===== config.mk =====
export PLATFORM = sky130hd
export DESIGN_NAME = mem_access_ctrl_flat
export DESIGN_NICKNAME = d
export VERILOG_FILES = /design/src/rtl/mem_access_ctrl_if.sv /design/src/rtl/mem_access_ctrl.sv /design/src/flat_wrapper.sv
export SDC_FILE = /design/constraint.sdc
export NUM_CORES = 1
export LEC_CHECK = 0
export ABC_AREA = 1
export CAP_MARGIN = 5
export CORE_AREA = 3 3 40 42
export DETAILED_ROUTE_END_ITERATION = 10
export DIE_AREA = 0 0 43 45
export SYNTH_ARGS = -nofsm -noshare
export SYNTH_HDL_FRONTEND = slang
export SYNTH_SLANG_ARGS = --single-unit

===== constraint.sdc =====
create_clock -name clk -period 1.3 [get_ports clk]
set_clock_uncertainty 0.1 [all_clocks]
set_input_delay 0.195 -clock clk [delete_from_list [all_inputs] [get_ports clk]]
set_output_delay 0.195 -clock clk [all_outputs]
set_load 0.03 [all_outputs]

===== src/rtl/mem_access_ctrl_if.sv =====
// rtl/mem_access_ctrl_if.sv - Control-unit / memory handshake and MAR/MDR strobe bundle for mem_access_ctrl
interface mem_access_ctrl_if;
   logic req;
   logic we;
   logic mem_ready;
   logic busy;
   logic done;
   logic err;
   logic MARin;
   logic MDRin;
   logic Read;
   logic mem_rd;
   logic mem_wr;

   // Sequencer side: takes requests and memory ready, drives strobes
   modport slave (
      input  req,
      input  we,
      input  mem_ready,
      output busy,
      output done,
      output err,
      output MARin,
      output MDRin,
      output Read,
      output mem_rd,
      output mem_wr
   );

   // Control unit / memory side
   modport master (
      output req,
      output we,
      output mem_ready,
      input  busy,
      input  done,
      input  err,
      input  MARin,
      input  MDRin,
      input  Read,
      input  mem_rd,
      input  mem_wr
   );
endinterface


===== src/rtl/mem_access_ctrl.sv =====
// rtl/mem_access_ctrl.sv - Moore sequencer for one MAR/MDR load or store per request; MEM_TIMEOUT_EN adds wait-state abort
module mem_access_ctrl #(
   parameter int MIN_WAIT       = 1,
   parameter int TIMEOUT_CYCLES = 64
) (
   input  logic             clk,
   input  logic             clr,
   mem_access_ctrl_if.slave bus
);

   localparam logic [2:0] S_IDLE     = 3'd0;
   localparam logic [2:0] S_ADDR     = 3'd1;
   localparam logic [2:0] S_WR_LOAD  = 3'd2;
   localparam logic [2:0] S_RD_WAIT  = 3'd3;
   localparam logic [2:0] S_RD_LATCH = 3'd4;
   localparam logic [2:0] S_WR_WAIT  = 3'd5;
   localparam logic [2:0] S_DONE     = 3'd6;
`ifdef MEM_TIMEOUT_EN
   localparam logic [2:0] S_ERR      = 3'd7;
   localparam logic [7:0] TO_LAST    = 8'(TIMEOUT_CYCLES - 1);
`endif

   localparam logic [7:0] CNT_LAST = 8'(MIN_WAIT - 1);
   localparam logic [7:0] CNT_MAX  = 8'hFF;

   // Reject out-of-range configurations at elaboration
   if (MIN_WAIT < 1 || MIN_WAIT > 255 || TIMEOUT_CYCLES < 2 || TIMEOUT_CYCLES > 255) begin : g_param_check
      $error("mem_access_ctrl: MIN_WAIT or TIMEOUT_CYCLES out of range");
   end

   logic [2:0] state_q, state_d;
   logic [7:0] cnt_q, cnt_d;
   logic       we_q, we_d;
   logic       wait_ok;
   logic       in_wait;

   // mem_ready only matters once the minimum strobe width has elapsed
   assign wait_ok = (cnt_q >= CNT_LAST) && bus.mem_ready;
   assign in_wait = (state_q == S_RD_WAIT) || (state_q == S_WR_WAIT);

   // Next-state, wait counter and access-type latch
   always_comb begin
      state_d = state_q;
      cnt_d   = cnt_q;
      we_d    = we_q;
      case (state_q)
         S_IDLE: begin
            if (bus.req) begin
               we_d    = bus.we;
               state_d = S_ADDR;
            end
         end
         S_ADDR: begin
            cnt_d   = 8'd0;
            state_d = we_q ? S_WR_LOAD : S_RD_WAIT;
         end
         S_WR_LOAD: begin
            cnt_d   = 8'd0;
            state_d = S_WR_WAIT;
         end
         S_RD_WAIT, S_WR_WAIT: begin
            if (cnt_q != CNT_MAX) begin
               cnt_d = cnt_q + 8'd1;
            end
            // completion is tested first so it wins over a coincident timeout
            if (wait_ok) begin
               state_d = (state_q == S_RD_WAIT) ? S_RD_LATCH : S_DONE;
            end
`ifdef MEM_TIMEOUT_EN
            else if (cnt_q >= TO_LAST) begin
               state_d = S_ERR;
            end
`endif
         end
         S_RD_LATCH: state_d = S_DONE;
         S_DONE:     state_d = S_IDLE;
         default:    state_d = S_IDLE;
      endcase
   end

   // State registers; reset drops any in-flight access without a done pulse
   always_ff @(posedge clk or negedge clr) begin
      if (!clr) begin
         state_q <= S_IDLE;
         cnt_q   <= 8'd0;
         we_q    <= 1'b0;
      end else begin
         state_q <= state_d;
         cnt_q   <= cnt_d;
         we_q    <= we_d;
      end
   end

   // Outputs are a pure decode of the registered state
   assign bus.busy   = (state_q != S_IDLE);
   assign bus.MARin  = (state_q == S_ADDR);
   assign bus.MDRin  = (state_q == S_WR_LOAD) || (state_q == S_RD_LATCH);
   assign bus.Read   = (state_q == S_RD_LATCH);
   assign bus.mem_rd = (state_q == S_RD_WAIT) || (state_q == S_RD_LATCH);
   assign bus.mem_wr = (state_q == S_WR_WAIT);
`ifdef MEM_TIMEOUT_EN
   assign bus.done   = (state_q == S_DONE) || (state_q == S_ERR);
   assign bus.err    = (state_q == S_ERR);
`else
   assign bus.done   = (state_q == S_DONE);
   assign bus.err    = 1'b0;
`endif

   // Strobes never overlap and MDR is only written in its two load states
   always_comb begin
      assert (clr !== 1'b1 || !(bus.mem_rd && bus.mem_wr));
      assert (clr !== 1'b1 || !(bus.MDRin && (in_wait && state_q != S_RD_LATCH)));
   end

endmodule


===== src/flat_wrapper.sv =====
// flat-port wrapper written by rule: the top's interface ports become plain ports
module mem_access_ctrl_flat 
#(
   parameter int MIN_WAIT       = 1,
   parameter int TIMEOUT_CYCLES = 64
)
  (clk, clr, bus_req, bus_we, bus_mem_ready, bus_busy, bus_done, bus_err, bus_MARin, bus_MDRin, bus_Read, bus_mem_rd, bus_mem_wr);
  mem_access_ctrl_if bus_i ();
  input  logic clk;
  input  logic clr;
  input wire logic [$bits(bus_i.req)-1:0] bus_req;
  input wire logic [$bits(bus_i.we)-1:0] bus_we;
  input wire logic [$bits(bus_i.mem_ready)-1:0] bus_mem_ready;
  output wire logic [$bits(bus_i.busy)-1:0] bus_busy;
  output wire logic [$bits(bus_i.done)-1:0] bus_done;
  output wire logic [$bits(bus_i.err)-1:0] bus_err;
  output wire logic [$bits(bus_i.MARin)-1:0] bus_MARin;
  output wire logic [$bits(bus_i.MDRin)-1:0] bus_MDRin;
  output wire logic [$bits(bus_i.Read)-1:0] bus_Read;
  output wire logic [$bits(bus_i.mem_rd)-1:0] bus_mem_rd;
  output wire logic [$bits(bus_i.mem_wr)-1:0] bus_mem_wr;
  assign bus_i.req = bus_req;
  assign bus_i.we = bus_we;
  assign bus_i.mem_ready = bus_mem_ready;
  assign bus_busy = bus_i.busy;
  assign bus_done = bus_i.done;
  assign bus_err = bus_i.err;
  assign bus_MARin = bus_i.MARin;
  assign bus_MDRin = bus_i.MDRin;
  assign bus_Read = bus_i.Read;
  assign bus_mem_rd = bus_i.mem_rd;
  assign bus_mem_wr = bus_i.mem_wr;
  mem_access_ctrl #(.MIN_WAIT(MIN_WAIT), .TIMEOUT_CYCLES(TIMEOUT_CYCLES)) u_core (.clk(clk), .clr(clr), .bus(bus_i));
endmodule

Fig. 1: run 1, wiring heat map
Drawn at 8 px/um. The die is cut into 9 by 9 equal tiles; dark purple is low, yellow is high, scaled to the fullest tile. Values are wire area over tile area, all layers added.
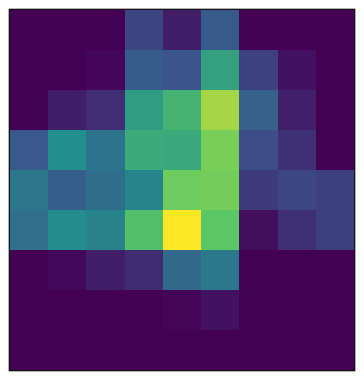
mean over tiles = 0.064
fullest tile = 0.30
tiles over half the peak = 15%
emptiest ninth of the die = south-east
nearly empty tiles = 42%
densest ninth of the die = centre

Fig. 2: run 1, clock wires, drivers and flops
Drawn at 8 px/um.
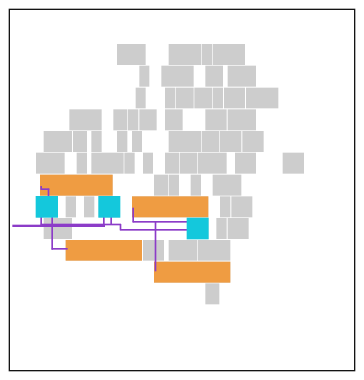
flip-flops -> orange  # count 4
clock drivers -> cyan  # count 3
clock wires -> purple  # length 64.3 um
routed clock nets = 4

Fig. 3: run 1, routed metal, one colour a layer
Drawn at 6 px/um.
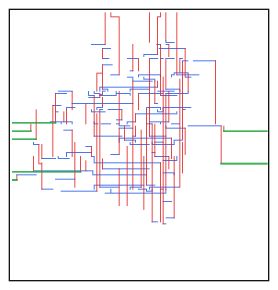
metal 2 -> red  # wire length 438 um
metal 1 -> blue  # wire length 311 um
metal 3 -> green  # wire length 40.7 um

Fig. 4: run 1, gate families picked out
Drawn at 6 px/um.
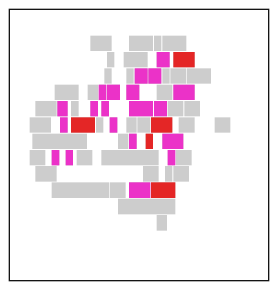
nand cells -> magenta  # cells 20, most used nand2_1
nor cells -> red  # cells 5, where centre
combinational share of cell area: 0.3546
Post-Layout Cell Count: 78

==> results_slide.txt, run 1 <==
Physical Implementation Snapshot

Status
  • Failing checks: negative setup slack
  • Status: complete, but fails checks

Final layout
  • CLK BUF: 3
  • Post-layout net count: 70
  • Post-Layout Inst Area: 529.3 um^2
  • Buffers outside the clock class: 18
  • Clock network area share: 0.04255
  • Logic area: 187.7 um^2
  • #MultiIn Comb: 30
  • Register area: 103.9 um^2
  • Fillers: 141
  • Top class by area: logic gates
  • Flops: 4

Clocking
  • Root Buffer: clkbuf_4
  • Clock Latency Late Sink: 230 ps
  • Clock buffer count from CTS: 3
  • TritonCTS clock tree: built
  • Clock-pin transition on the worst setup and hold timing paths: 40 ps
  • H-tree depth: 1

Placed design
  • Post-placement cell count: 68
  • Number of port buffers: 11
  • Dpl hpwl: 514.6 um

Final timing
  • Final Hold Fails: 0
  • Post-route setup TNS: -758.1 ps
  • Worst hold slack: 72.91 ps
  • Setup ws final: -124.0 ps
  • Final setup viols: 7
  • Max Transition Viols Final: 0

Worst setup path
  • Worst path max stage delay: 450 ps
  • Critical path startpoint category: flip-flop
  • Crit. End Element: primary output
  • Beginning of the critical path: u_core.state_q[0]$_DFFE_PN0P_
  • Worst-path fanout max: 6
  • Crit. path cell count: 4
  • R2R depth: 7
  • Worst path top cell family by delay: flip-flops
  • CP bufs+invs: 2
  • Worst path cell trace: buf_4 -> nand3_2 -> nand2_2 -> buf_6

Power
  • Leakage power: 0.0002782 uW
  • Power Density: 3000 mW/mm^2
  • Total power: 1588 uW

Synth
  • Post-synth seq share: 0.3540
  • Post-Synth AOI/OAI Area: 0.07080
  • Synth Area per Inst: 6.576 um^2
  • Mux frac, synth: 0
  • Cell area leaders: dfrtp_1, nand2_1, inv_1
  • Fa+ha+maj area frac: 0
  • # Cells Yosys: 43
  • Synth Flop Type: dfrtp_1
  • Dominant kind of combinational cell: simple AND/OR/NAND/NOR gates
  • Syn. warnings: 0
  • Cell with the most instances after synthesis: nand2_1
  • Mapped Nets: 48
  • Simple share: 0.4292
  • Syn Std Cell Area: 282.8 um^2
  • EDFF count, synth: 0
  • Cell taking the most area after synthesis: dfrtp_1
  • Ys async rst share: 1.000

GRT
  • Initial antenna violation count: 0
  • Largest net degree at the start of global routing: 7
  • Number of global-route vias before repair: 321
  • Total Routing Usage GR: 0.08681

Floorplanning
  • DIE AREA: 0.001935 mm^2
  • Core Box Area: 0.001285 mm^2
  • Die extent in x: 43 um
  • Die height: 45 um

Run
  • Max_cap viols: 0

Worst hold path
  • Min-delay worst type: input port to asynchronous set/reset pin

Drt
  • Via count: 332
  • Routed Antenna Nets: 0
  • Starting DRC count in detailed routing: 3
  • Final wirelength: 789 um
  • DRC: 0
-- run 1: power by group --
group | internal (uW) | leakage (uW) | switching, uW | total, uW
combinational | 495 | 0.000219 | 617 | 1110
clock | 103 | 0.0000138 | 46.4 | 149
sequential | 200 | 0.0000455 | 126 | 326
-- run 1: registers in the layout (all words and copies together) (netlist names) --
| register | count |
|---|---|
| u_core.we_q | 1 |
| u_core.state_q | 3 |
-- run 1: routing by layer --
metal | vias up | global-route usage | wire [um]
li1 | 172 | - | -
met1 | 153 | 0.08981 | 310
met2 | 7 | 0.1617 | 437
met3 | 0 | 0.05179 | 40
met4 | 0 | 0 | 0
met5 | - | 0 | 0
-- run 1: repair_timing --
action	CTS	global route
hold buffers	0	0
buffers inserted	3	4
pin swaps	3	2
resized	18	2
setup endpoints to repair	7	8
--- run 2 (diff from run 1) ---
--- a/config.mk
+++ b/config.mk
@@ -7,9 +7,13 @@
 export LEC_CHECK = 0
 export ABC_AREA = 1
 export CAP_MARGIN = 5
-export CORE_AREA = 3 3 40 42
+export CELL_PAD_IN_SITES_DETAIL_PLACEMENT = 2
+export CELL_PAD_IN_SITES_GLOBAL_PLACEMENT = 2
+export CORE_MARGIN = 3
+export CORE_UTILIZATION = 18
 export DETAILED_ROUTE_END_ITERATION = 10
-export DIE_AREA = 0 0 43 45
+export HOLD_SLACK_MARGIN = 0.12
+export PLACE_DENSITY_LB_ADDON = 0.1
 export SYNTH_ARGS = -nofsm -noshare
 export SYNTH_HDL_FRONTEND = slang
 export SYNTH_SLANG_ARGS = --single-unit
Fig. 5: run 2, routed metal, one colour a layer
Drawn at 6 px/um.
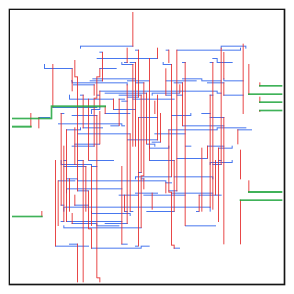
metal 3 -> green  # wire length 53.8 um
metal 1 -> blue  # wire length 483 um
metal 2 -> red  # wire length 724 um
final wirelength: 1.260 mm
via count: 371
WL/cell: 15.18 um
Total Routing Usage GR: 0.1438

Fig. 6: run 2, track usage over the die
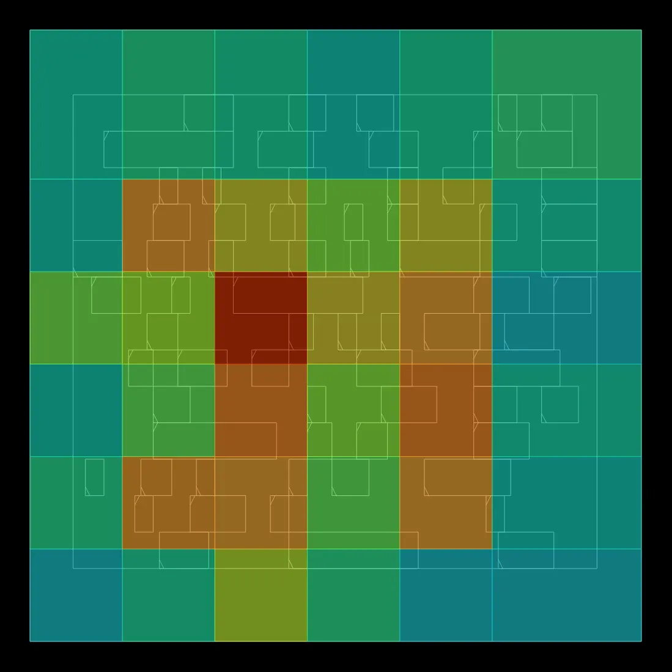
Final Util: 0.4434
met2 GRT Util: 0.2897

==> run 2 against run 1 <==
The run still ends with negative setup slack left; sequential share of layout area is 2.7 points lower; worst setup slack worse by 23 ps; non-clock buffer count is 5 higher; critical path type unchanged; largest power group unchanged; highest routed layer unchanged.
==> results_slide.txt, run 2 <==
Physical Implementation Snapshot

Final layout
  • Top class by area: non-clock buffers
  • Logic area: 214.0 um^2
  • #MultiIn Comb: 30
  • Max FFs per register: 3
  • Fillers: 158
  • Post-Layout Cell Count: 83
  • Post-layout net count: 75
  • Flops: 4

Power
  • Leakage power: 0.0003095 uW
  • Power Density: 3026 mW/mm^2

Synth
  • Syn. warnings: 0
  • Fa+ha+maj area frac: 0
  • Syn Std Cell Area: 282.8 um^2
  • Mapped Nets: 48
  • Synth Area per Inst: 6.576 um^2
  • Cell with the most instances after synthesis: nand2_1
  • Simple share: 0.4292
  • Cell taking the most area after synthesis: dfrtp_1
  • Post-Synth AOI/OAI Area: 0.07080
  • Ys async rst share: 1.000
  • EDFF count, synth: 0
  • Dominant kind of combinational cell: simple AND/OR/NAND/NOR gates
  • Synth Flop Type: dfrtp_1
  • Post-synth seq share: 0.3540
  • Mux frac, synth: 0

Clocking
  • Root Buffer: clkbuf_4
  • Clock buffer count from CTS: 3
  • Clock Latency Late Sink: 240 ps
  • TritonCTS clock tree: built
  • Post-CTS resize count: 20
  • H-tree depth: 1
  • Hold-fix buffers at CTS: 1
  • Setup bufs post-CTS: 5

GRT
  • Most Used Layer, Global Route: met2
  • Largest net degree at the start of global routing: 7
  • Initial antenna violation count: 0

Final timing
  • Setup ws final: -146.6 ps
  • Final Hold Fails: 0
  • Final setup viols: 9
  • Worst hold slack: 369.1 ps

Floorplanning
  • Die height: 45.64 um
  • Die extent in x: 45.64 um
  • Core Box Area: 0.001383 mm^2

Placed design
  • Post-placement cell count: 69
  • Number of port buffers: 11
  • Dpl hpwl: 907.6 um

Drt
  • DR top layer: met3
  • Met2 routed WL: 723 um
  • Starting DRC count in detailed routing: 1
  • Met3 WL: 53 um
  • DRC: 0
  • Wl on met1: 482 um

Worst setup path
  • Worst path cell trace: buf_6 -> nor3_2 -> buf_4
  • Crit. End Element: primary output
  • Critical path startpoint category: flip-flop
  • R2R depth: 8
  • Worst path max stage delay: 450 ps
  • Crit. path cell count: 3
  • Beginning of the critical path: u_core.state_q[1]$_DFFE_PN0P_
  • CP bufs+invs: 2
  • Worst path top cell family by delay: flip-flops

Status
  • Status: complete, but fails checks
  • Failing checks: negative setup slack

Worst hold path
  • Min-delay worst type: flip-flop to flip-flop

Run
  • Max_cap viols: 0
## run 2: cell counts after synthesis
No cell type changed its count.
## run 2: metrics by stage
step | total power (uW) | area (um^2) | setup WS, ps | setup TNS, ps
after floorplan | 842.0 | 292.8 | 68.68 | 0
after detailed placement | 1176 | 404.1 | -22.20 | -28.20
after CTS | 1633 | 531.8 | -144.4 | -858.3
after global routing | 1988 | 613.1 | -194.6 | -1530
after global placement | 1128 | 404.1 | 9.913 | 0
final | 1855 | 613.1 | -146.6 | -902.9
## run 2: logic make-up after synthesis
logic type / after synthesis
other: 1
buffers and inverters: 9
AND-OR/OR-AND: 4
AND/OR/NAND/NOR: 25
flip-flops: 4
## run 2: where the power goes
group	internal, uW	switching, uW	total (uW)
Sequential	200	128	328
Combinational	616	753	1370
Clock	104	54.0	158
Total	920	936	1860
No activity file was given, so power comes from the tool's default toggle rates.
